**src/rtl/pdm_decoder.sv**
```systemverilog
// -----------------------------------------------------------------------------
// pdm_decoder
//
// Recovers signed PCM samples from a 1-bit PDM stream. This is the receive-side
// counterpart of the PDM DAC. It is used for on-chip loopback and self-test of
// the synth output path.
//
// Structure
//   - Second-order CIC filter: two integrators, then two combs at the
//     decimated rate.
//   - Decimation by R = 2**DECIM_LOG2.
//   - The bit density d maps back to the DAC's offset-binary convention:
//     pcm = d * 2**OUTPUT_BITS - 2**(OUTPUT_BITS-1), saturated to OUTPUT_BITS.
//
// Parameters
//   OUTPUT_BITS  width of the signed PCM output (default 12)
//   DECIM_LOG2   log2 of the decimation ratio (default 6, R = 64).
//                Requires 2*DECIM_LOG2 >= OUTPUT_BITS.
//
// Ports
//   clk        system clock; one PDM bit per enabled cycle
//   rst        synchronous, active-high reset
//   enable     1 = consume pdm_in this cycle; 0 = freeze all state
//   pdm_in     PDM bit (1 = +full scale, 0 = -full scale)
//   pcm_out    signed decoded sample, held between updates
//   pcm_valid  one-cycle strobe: pcm_out carries a new sample this cycle
//   overload   qualified by pcm_valid: this sample was saturated
// -----------------------------------------------------------------------------
module pdm_decoder #(
    parameter int OUTPUT_BITS = 12,
    parameter int DECIM_LOG2  = 6
) (
    input  logic                   clk,
    input  logic                   rst,
    input  logic                   enable,
    input  logic                   pdm_in,
    output logic [OUTPUT_BITS-1:0] pcm_out,
    output logic                   pcm_valid,
    output logic                   overload
);

    // Internal CIC width.
    // The full-scale comb output is R**2 = 2**(2*DECIM_LOG2), so one extra
    // bit is enough. The integrators and combs are allowed to wrap: modular
    // arithmetic makes the comb differences exact anyway.
    localparam int W     = 2*DECIM_LOG2 + 1;
    localparam int SHIFT = 2*DECIM_LOG2 - OUTPUT_BITS;

    localparam logic signed [W:0] OFFSET  = (W+1)'(2**(OUTPUT_BITS-1));
    localparam logic signed [W:0] PCM_MAX = OFFSET - (W+1)'(1);
    localparam logic signed [W:0] PCM_MIN = -OFFSET;

    // Saturate the re-centred sample into the OUTPUT_BITS range.
    function automatic logic [OUTPUT_BITS-1:0] sat_pcm(input logic signed [W:0] v);
        if (v > PCM_MAX)
            return PCM_MAX[OUTPUT_BITS-1:0];
        else if (v < PCM_MIN)
            return PCM_MIN[OUTPUT_BITS-1:0];
        else
            return v[OUTPUT_BITS-1:0];
    endfunction

    // Flag a sample that sat_pcm had to clamp.
    function automatic logic is_clamped(input logic signed [W:0] v);
        return (v > PCM_MAX) || (v < PCM_MIN);
    endfunction

    // Integrator state, decimation counter and comb delays
    logic [W-1:0]            i1;
    logic [W-1:0]            i2;
    logic [W-1:0]            i2_d;
    logic [W-1:0]            c1_d;
    logic [DECIM_LOG2-1:0]   dc;
    logic [1:0]              warm;

    // Output stage registers
    logic [OUTPUT_BITS-1:0]  pcm_new_p1;
    logic                    ovl_p1;
    logic                    vld_p1;
    logic [OUTPUT_BITS-1:0]  pcm_hold_p2;

    // ---- stage p0: decimation event, comb section and rescale (combinational)
    logic                    event_p0;
    logic [W-1:0]            c1_p0;
    logic [W-1:0]            c2_p0;
    logic [W-1:0]            s_p0;
    logic signed [W:0]       v_p0;

    assign event_p0 = enable && (&dc);
    assign c1_p0    = i2 - i2_d;
    assign c2_p0    = c1_p0 - c1_d;
    // c2 is an unsigned magnitude: full-scale all-ones gives exactly 2**(W-1).
    assign s_p0     = c2_p0 >> SHIFT;
    assign v_p0     = $signed({1'b0, s_p0}) - OFFSET;

    always_ff @(posedge clk) begin
        if (rst) begin
            i1          <= '0;
            i2          <= '0;
            i2_d        <= '0;
            c1_d        <= '0;
            dc          <= '0;
            warm        <= '0;
            pcm_new_p1  <= '0;
            ovl_p1      <= 1'b0;
            vld_p1      <= 1'b0;
            pcm_hold_p2 <= '0;
        end else begin
            if (enable) begin
                i1 <= i1 + {{(W-1){1'b0}}, pdm_in};
                i2 <= i2 + i1;
                dc <= dc + DECIM_LOG2'(1);
            end

            if (event_p0) begin
                i2_d <= i2;
                c1_d <= c1_p0;
                // The first two events only prime the comb delays.
                if (warm != 2'd2)
                    warm <= warm + 2'd1;
            end

            // ---- stage p1: captured sample, pending until the next enabled cycle
            if (event_p0 && warm == 2'd2) begin
                pcm_new_p1 <= sat_pcm(v_p0);
                ovl_p1     <= is_clamped(v_p0);
                vld_p1     <= 1'b1;
            end else if (enable) begin
                vld_p1     <= 1'b0;
            end

            // ---- stage p2: value held on pcm_out between strobes
            if (pcm_valid)
                pcm_hold_p2 <= pcm_new_p1;
        end
    end

    // A sample produced on the last enabled cycle of a frame is presented on
    // the next enabled cycle. Disabled cycles therefore show neither a strobe
    // nor a changed pcm_out, and the stream behaves as if those cycles were
    // removed.
    assign pcm_valid = vld_p1 && enable;
    assign pcm_out   = pcm_valid ? pcm_new_p1 : pcm_hold_p2;
    assign overload  = ovl_p1 && pcm_valid;

endmodule

```
**config.mk**
```make
export PLATFORM = sky130hd
export DESIGN_NAME = pdm_decoder
export DESIGN_NICKNAME = d
export VERILOG_FILES = /design/src/rtl/pdm_decoder.sv
export SDC_FILE = /design/constraint.sdc
export NUM_CORES = 1
export LEC_CHECK = 0
export CELL_PAD_IN_SITES_DETAIL_PLACEMENT = 0
export CELL_PAD_IN_SITES_GLOBAL_PLACEMENT = 2
export CORE_ASPECT_RATIO = 0.7
export CORE_UTILIZATION = 34
export CTS_CLUSTER_DIAMETER = 200
export DETAILED_ROUTE_END_ITERATION = 7
export PLACE_DENSITY = 0.78
export SLEW_MARGIN = 20
export SYNTH_ARGS = -nofsm -noshare
export SYNTH_HDL_FRONTEND = slang
export SYNTH_SLANG_ARGS = --single-unit
```
**constraint.sdc**
```tcl
create_clock -name clk -period 3.9 [get_ports clk]
set_input_delay 0.78 -clock clk [delete_from_list [all_inputs] [get_ports clk]]
set_output_delay 0.78 -clock clk [all_outputs]
set_load 0.02 [all_outputs]
```
Fig. 1: I/O nets highlighted
The bar under the picture is 50 µm long.
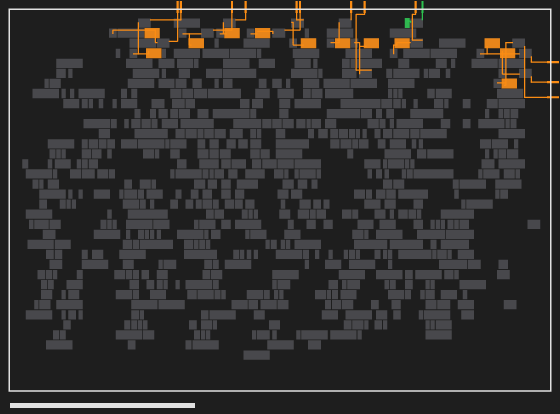
[`pcm_valid`] green | bits: 1 | direction: output | end cells: 1 | buffers: 1 | wire: 3.60 µm
[`pcm_out`] orange | bits: 12 | direction: output | end cells: 12 | buffers: 12 | wire: 244 µm
# IOs: 18
port buffer count: 17

==> impl_metrics.env <==
# implementation run metrics
export IMPL_clkCellAreaFrac=0.05615
export IMPL_yosys_area_share_simple=0.1847
export IMPL_row_count=36
export IMPL_fmax_mhz=253.2
export IMPL_power_internal_mw=1.726
export IMPL_dr_max_layer_used="met4"
export IMPL_drive_gt1_frac=0.2013
export IMPL_dominant_cells="multi-input combinational cells"
export IMPL_critPathRequiredTime_ns=4.13
export IMPL_startpoint="i2[1]"
export IMPL_grt_busiest_layer="met2"
export IMPL_antenna_found_initial=1
export IMPL_clock_power_share=0.427
export IMPL_drtIter0Drc=211
export IMPL_crit_fanout=3
export IMPL_cp_start_kind="flip-flop"
export IMPL_hold_path_class="reg -> reg"
export IMPL_setup_violations_final=6
export IMPL_final_cell_mix="dfxtp_1 (82), nor2_1 (58), nand2_1 (58)"
export IMPL_grt_overflow=0
export IMPL_adder_share=0.1186
export IMPL_mux_area_frac=0.05601
export IMPL_crit_end="ovl_p1"
export IMPL_powerDensity_nw_per_um2=379.1
export IMPL_setup_tns_ns=-0.1182
export IMPL_n_tap_cell=190
export IMPL_ir_drop_mv=0.2329
export IMPL_tightest_slew_ns=0.6415
export IMPL_clk_root_buffer_cell="clkbuf_16"
export IMPL_yosys_area_top_type="dfxtp_1"
export IMPL_p_comb_frac=0.191
export IMPL_die_y_um=102.8
export IMPL_seq_share=0.2808
export IMPL_critPathArrivalTime_ns=4.18
export IMPL_p_switching_uw=604.9
export IMPL_drc=0
export IMPL_fin_ws_ns=-0.05016
export IMPL_reg2reg_slack_ns=-0.05
export IMPL_status="finished with violations"
export IMPL_async_flop_share=0
export IMPL_aoi_share=0.1718
export IMPL_violations="negative setup slack"
export IMPL_grt_first_pass_wirelength_um=19220
export IMPL_cp_top_family="AND-OR/OR-AND gates"
export IMPL_leakage_nw=2.453
export IMPL_report_final_slew_viol_count=0
Fig. 2: signal wires by layer
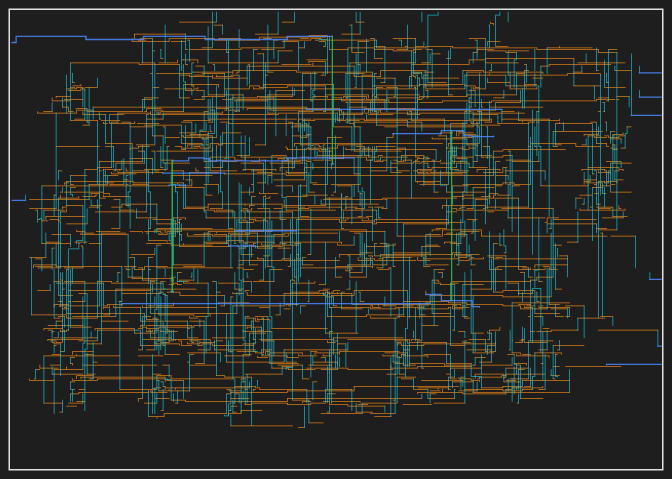
[metal 4] green | wire length: 95.9 µm
[metal 1] orange | wire length: 6,440 µm
[metal 3] blue | wire length: 343 µm
[metal 2] cyan | wire length: 4,670 µm
vias after detailed routing: 4,052
DR WL/cell: 13.98 µm
WL final: 11,550 µm

-- repair_timing --
action | 4_1_cts | 5_1_grt
hold endpoints to repair | 0 | 0
cloned | 0 | 0
pin swaps | 19 | 21
gates resized | 17 | 21
endpoints found under the setup margin | 12 | 13
buffers inserted | 8 | 5
-- synthesized netlist by cell type (all sizes together), types with 3 or more instances --
cell	count
nand4	7
mux2	13
o21ai	23
buf	7
dfxtp	86
nand2	60
fa	3
a21oi	48
mux2i	13
and2	16
o21a	10
nand3	7
o211ai	4
nand2b	5
a31oi	3
a311oi	3
xnor2	22
inv	33
ha	42
nor3	7
nor2b	7
or3	7
a21o	6
clkbuf	16
xor2	21
nor2	60
a211oi	13
and3	10
